===== src/rtl/ccff_loader_pkg.sv =====
// ccff_loader_pkg: loader FSM state type and default chain/word sizes.
package ccff_loader_pkg;
    localparam int DEF_CHAIN_LEN = 8;
    localparam int DEF_WORD_W    = 8;
    typedef enum logic [1:0] {IDLE, WAIT_WORD, SHIFT, DONE} ccff_ld_state_t;
endpackage


===== src/rtl/ccff_chain_loader_if.sv =====
// ccff_chain_loader_if: valid/ready bitstream word handshake into the chain loader.
interface ccff_chain_loader_if
    import ccff_loader_pkg::*;
#(
    parameter int WORD_W = DEF_WORD_W
);
    logic [WORD_W-1:0] cfg_data;
    logic              cfg_valid;
    logic              cfg_ready;
    modport master (output cfg_data, cfg_valid, input cfg_ready);
    modport slave  (input cfg_data, cfg_valid, output cfg_ready);
endinterface


===== src/rtl/ccff_word_serializer.sv =====
// ccff_word_serializer: holds one bitstream word and presents it a bit at a time, LSB first.
module ccff_word_serializer
    import ccff_loader_pkg::*;
#(
    parameter int WORD_W = DEF_WORD_W
) (
    input  logic              prog_clk,
    input  logic              pReset,
    input  logic              load,
    input  logic              shift,
    input  logic [WORD_W-1:0] data,
    output logic              bit_out,
    output logic              last
);
    localparam int IW = (WORD_W > 1) ? $clog2(WORD_W) : 1;
    logic [WORD_W-1:0] word;
    logic [IW-1:0]     idx;
    always_ff @(posedge prog_clk or posedge pReset) begin
        if (pReset) begin
            word <= '0;
            idx  <= '0;
        end else if (load) begin
            word <= data;
            idx  <= '0;
        end else if (shift) begin
            idx <= idx + IW'(1);
        end
    end
    assign bit_out = word[idx];
    assign last    = idx == IW'(WORD_W - 1);
endmodule


===== src/rtl/ccff_chain_loader.sv =====
// ccff_chain_loader: streams bitstream words LSB-first into a ccff configuration chain.
// Define CCFF_READBACK_EN to collect the shifted-out chain tail into rdbk_data.
module ccff_chain_loader
    import ccff_loader_pkg::*;
#(
    parameter int CHAIN_LEN = DEF_CHAIN_LEN,
    parameter int WORD_W    = DEF_WORD_W
) (
    input  logic                 prog_clk,
    input  logic                 pReset,
    input  logic                 start,
    input  logic                 abort,
    ccff_chain_loader_if.slave   cfg,
    output logic                 ccff_head,
    output logic                 ccff_en,
    input  logic                 ccff_tail,
`ifdef CCFF_READBACK_EN
    output logic [CHAIN_LEN-1:0] rdbk_data,
    output logic                 rdbk_valid,
`endif
    output logic                 busy,
    output logic                 done
);
    localparam int CW = $clog2(CHAIN_LEN + 1);
    ccff_ld_state_t state;
    logic [CW-1:0]  cnt;
    logic           word_bit, word_last, last_bit;
    assign last_bit = cnt == CW'(CHAIN_LEN - 1);
    ccff_word_serializer #(.WORD_W(WORD_W)) u_ser (
        .prog_clk (prog_clk),
        .pReset   (pReset),
        .load     (state == WAIT_WORD && cfg.cfg_valid),
        .shift    (ccff_en),
        .data     (cfg.cfg_data),
        .bit_out  (word_bit),
        .last     (word_last)
    );
    // The chain bit count wins over the word boundary, so a partial final word is cut short.
    always_ff @(posedge prog_clk or posedge pReset) begin
        if (pReset) begin
            state <= IDLE;
            cnt   <= '0;
        end else if (abort) begin
            state <= IDLE;
        end else begin
            case (state)
                IDLE: if (start) begin
                    state <= WAIT_WORD;
                    cnt   <= '0;
                end
                WAIT_WORD: if (cfg.cfg_valid) state <= SHIFT;
                SHIFT: begin
                    cnt   <= cnt + CW'(1);
                    state <= last_bit ? DONE : word_last ? WAIT_WORD : SHIFT;
                end
                default: state <= IDLE;
            endcase
        end
    end
    assign cfg.cfg_ready = state == WAIT_WORD;
    assign ccff_en       = state == SHIFT;
    assign ccff_head     = ccff_en & word_bit;
    assign busy          = state != IDLE;
    assign done          = state == DONE;
`ifdef CCFF_READBACK_EN
    always_ff @(posedge prog_clk or posedge pReset) begin
        if (pReset) begin
            rdbk_data  <= '0;
            rdbk_valid <= 1'b0;
        end else begin
            if (ccff_en) rdbk_data <= {ccff_tail, rdbk_data[CHAIN_LEN-1:1]};
            if (state == IDLE && start && !abort) rdbk_valid <= 1'b0;
            else if (state == SHIFT && last_bit && !abort) rdbk_valid <= 1'b1;
        end
    end
`else
    logic unused_tail;
    assign unused_tail = ccff_tail;
`endif
endmodule


===== src/flat_wrapper.sv =====
// flat-port wrapper written by rule: the top's interface ports become plain ports
module ccff_chain_loader_flat import ccff_loader_pkg::*;
#(
    parameter int CHAIN_LEN = DEF_CHAIN_LEN,
    parameter int WORD_W    = DEF_WORD_W
)
  (prog_clk, pReset, start, abort, ccff_head, ccff_en, ccff_tail, busy, done, cfg_cfg_data, cfg_cfg_valid, cfg_cfg_ready);
  ccff_chain_loader_if #(.WORD_W(WORD_W)) cfg_i ();
  input  logic prog_clk;
  input  logic pReset;
  input  logic start;
  input  logic abort;
  output logic ccff_head;
  output logic ccff_en;
  input  logic ccff_tail;
  output logic busy;
  output logic done;
  input wire logic [$bits(cfg_i.cfg_data)-1:0] cfg_cfg_data;
  input wire logic [$bits(cfg_i.cfg_valid)-1:0] cfg_cfg_valid;
  output wire logic [$bits(cfg_i.cfg_ready)-1:0] cfg_cfg_ready;
  assign cfg_i.cfg_data = cfg_cfg_data;
  assign cfg_i.cfg_valid = cfg_cfg_valid;
  assign cfg_cfg_ready = cfg_i.cfg_ready;
  ccff_chain_loader #(.CHAIN_LEN(CHAIN_LEN), .WORD_W(WORD_W)) u_core (.prog_clk(prog_clk), .pReset(pReset), .start(start), .abort(abort), .cfg(cfg_i), .ccff_head(ccff_head), .ccff_en(ccff_en), .ccff_tail(ccff_tail), .busy(busy), .done(done));
endmodule

===== config.mk =====
export PLATFORM = sky130hd
export DESIGN_NAME = ccff_chain_loader_flat
export DESIGN_NICKNAME = d
export VERILOG_FILES = /design/src/rtl/ccff_loader_pkg.sv /design/src/rtl/ccff_chain_loader_if.sv /design/src/rtl/ccff_word_serializer.sv /design/src/rtl/ccff_chain_loader.sv /design/src/flat_wrapper.sv
export SDC_FILE = /design/constraint.sdc
export NUM_CORES = 1
export LEC_CHECK = 0
export ABC_AREA = 1
export CORE_ASPECT_RATIO = 0.8
export CORE_MARGIN = 2
export CORE_UTILIZATION = 25
export CTS_CLUSTER_DIAMETER = 150
export DETAILED_ROUTE_END_ITERATION = 16
export GPL_ROUTABILITY_DRIVEN = 0
export GPL_TIMING_DRIVEN = 0
export HOLD_SLACK_MARGIN = 0.15
export PLACE_DENSITY = 0.51
export SETUP_SLACK_MARGIN = 0.5
export SLEW_MARGIN = 15
export SYNTH_ARGS = -nofsm -noshare
export SYNTH_HDL_FRONTEND = slang
export SYNTH_SLANG_ARGS = --single-unit

===== constraint.sdc =====
create_clock -name prog_clk -period 2.4 [get_ports prog_clk]
set_clock_uncertainty 0.15 [all_clocks]
set_input_delay 0.48 -clock prog_clk [delete_from_list [all_inputs] [get_ports prog_clk]]
set_output_delay 0.48 -clock prog_clk [all_outputs]
set_load 0.01 [all_outputs]

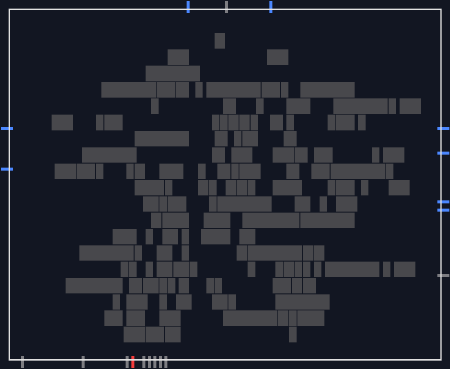
(images/io_placement.png)
Scale: 6 px per um. Pins as bars across the die edge, other pins in grey.
- abort: red (pins 1; direction input; edge bottom)
- cfg_cfg_data: blue (pins 8; direction input; edge 4 right, 2 top, 2 left)
- all pins by edge: 9 bottom, 5 right, 3 top, 2 left

==> writeup.txt <==
CTS root buffer: sky130_fd_sc_hd__clkbuf_8. According to the floorplan log, the row count is 19. Top flip-flop cell by instance count after synthesis: sky130_fd_sc_hd__dfrtp_1. The die height was 58.2 um.

The ratio of routed vias to standard cells is 4.42. STA classifies the critical path endpoint as an output pin. The startpoint identified for the worst register-to-register timing path is u_core.u_ser.idx[0]$_DFFE_PP0P_.

In this run the tools logged warnings totalling 29. In the synthesis report, Yosys lists the chip area as 917 sq um. The logs give 0 for the number of hold violations in the final report and 917 sq um for the synthesized area.

The tools report the number of I/O pins as 19. The final-report max-slew violation count was 0. The flow ran to the end, and the final reports show no timing, DRC or antenna violations.

Classification of the worst setup path: flip-flop to output pin. The timing report notes that buffer and inverter cells on the critical path total 2. The cell sequence reported for the critical path is inv_4 -> nand2_1 -> nand3_1 -> nand2_1 -> nor2_2 -> nor2_2 -> buf_2. STA shows the worst reg2reg path with a cell count of 7.

sky130_fd_sc_hd__dfrtp_1 takes more of the synthesized area than any other cell. The max-slew check reports its worst relative slack as 55.8%. For the worst min-delay path, the startpoint reported by OpenROAD is u_core.u_ser.word[0]$_DFFE_PP0P_.

A synthesized cell averages 8.12 sq um. The worst hold endpoint was u_core.u_ser.word[0]$_DFFE_PP0P_. With the mean routed wirelength per cell at 11.2 um, the summed negative setup slack over all endpoints is 0 ps. The post-route met1 wirelength was 1010 um; the count of instantiated cells in the yosys netlist was 113.

The share of flip-flops with an asynchronous set or reset was 100%. Total power for the finished layout comes to 1.12 mW. The timing report gives the biggest stage delay along the critical path as 460 ps. TritonCTS built the clock tree. Cell with the largest stage delay on the worst path: sky130_fd_sc_hd__dfrtp_2. The highest metal layer used by the detailed router is met4.

Setup slack closes at 512 ps. Counting every net in the synthesized netlist gives 130. The logs give 48 for the number of violations reported at the end of detailed-routing iteration 0 and 160 for the total number of nets in the final design. Number of H-tree levels: 1. The remaining antenna violation count after routing was 0; the routed length on met2 was 943 um. The total power per unit cell area is 879 nW/um^2, and the detailed-route via count is 814. The count of max-cap constraint violations was 0; the number of cells produced by synthesis was 113.

The Yosys warning count was 0; the share of layout cells above drive strength 1 was 28.9%. STA on the placed design reports a worst setup slack of 223 ps. The period utilization is 78.6%.
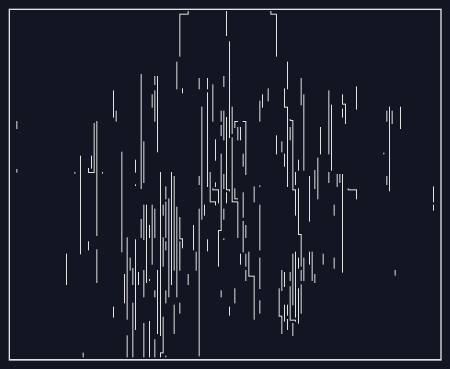
(images/layer_met2.png)
Scale: 6 px per um.
- longest straight run: 27.2 um
- share of all routed wire: 46%
- wire length on this layer: 943 um
- main direction: vertical

how the worst max path moves through the flow:
stage	start	end	slack [ps]	depth (start not counted)
2_1_floorplan	u_core.state[0]$_DFFE_PP0P_	ccff_head	780	3
3_3_place_gp	u_core.state[0]$_DFFE_PP0P_	ccff_head	230	4
3_5_place_dp	u_core.state[0]$_DFFE_PP0P_	ccff_head	220	4
4_1_cts	u_core.u_ser.idx[0]$_DFFE_PP0P_	ccff_head	340	7
5_1_grt	u_core.u_ser.idx[0]$_DFFE_PP0P_	ccff_head	430	7
6_report	u_core.u_ser.idx[0]$_DFFE_PP0P_	ccff_head	510	7
metrics by stage:
step           std cells  cell area, sq um  hold slack, ps
2_1_floorplan        113               917             256
3_3_place_gp         172              1140             347
3_5_place_dp         172              1140             354
4_1_cts              181              1220             370
5_1_grt              184              1280             378
6_report             184              1280             364
kinds of logic (layout without fill, tap and decap cells):
kind of cell	Yosys count	in the layout	synth area share (%)
AND-OR/OR-AND	17	17	13.4
XOR/XNOR	1	1	0.955
adder cells (fa/ha/maj)	3	3	4.09
buffers and inverters	20	49	9.00
flip-flops	17	17	46.4
AND/OR/NAND/NOR	55	55	26.2
cells in the final DEF, fill, tap and decap left out, types with 3 or more instances in the layout:
cell type / n
sky130_fd_sc_hd__clkdlybuf4s50_1: 12
sky130_fd_sc_hd__nor2_1: 10
sky130_fd_sc_hd__nand3_2: 3
sky130_fd_sc_hd__nand2_2: 6
sky130_fd_sc_hd__nor2_2: 3
sky130_fd_sc_hd__clkbuf_8: 3
sky130_fd_sc_hd__o21ai_0: 5
sky130_fd_sc_hd__dfrtp_1: 15
sky130_fd_sc_hd__nand2_1: 22
sky130_fd_sc_hd__dlygate4sd2_1: 4
sky130_fd_sc_hd__buf_4: 8
sky130_fd_sc_hd__inv_1: 16
sky130_fd_sc_hd__a21oi_2: 8
sky130_fd_sc_hd__ha_1: 3
sky130_fd_sc_hd__nand3_1: 7
sequential cells by signal (all words and copies together), names as in the netlist:
name,count
u_core.u_ser.idx,3
u_core.cnt,4
u_core.u_ser.word,8
u_core.state,2
layer usage:
metal | up-vias | GRT usage [%]
met5 | - | 0
met4 | 0 | 3.23
met3 | 4 | 3.13
met2 | 19 | 15.7
met1 | 376 | 15.2
li1 | 415 | -
tightest hold or removal path, delay by kind of cell, from the launching register on:
kind | cells | cell delay (ps)
AND-OR/OR-AND | 1 | 100
buffers and inverters | 1 | 60
flip-flops | 1 | 320
power by group:
part	total (mW)	switching (mW)	internal, mW
combinational	0.462	0.257	0.205
clock	0.220	0.104	0.115
sequential	0.443	0.0605	0.382
total	1.12	0.422	0.703
final cells by class:
| type | count | area (sq um) |
|---|---|---|
| Fill cell | 369 | 2190 |
| Multi-Input combinational cell | 76 | 447 |
| Sequential cell | 17 | 428 |
| Timing Repair Buffer | 25 | 220 |
| Inverter | 19 | 73.8 |
| Tap cell | 42 | 52.6 |
| Clock buffer | 3 | 41.3 |
| Buffer | 1 | 11.3 |
| Clock inverter | 1 | 5.00 |
timing repair:
item / CTS / global route
resized: 8 / 15
setup buffers: 5 / 3
pin swaps: 1 / 4
setup endpoints to repair: 5 / 3
Power and IR drop assume default switching activity.
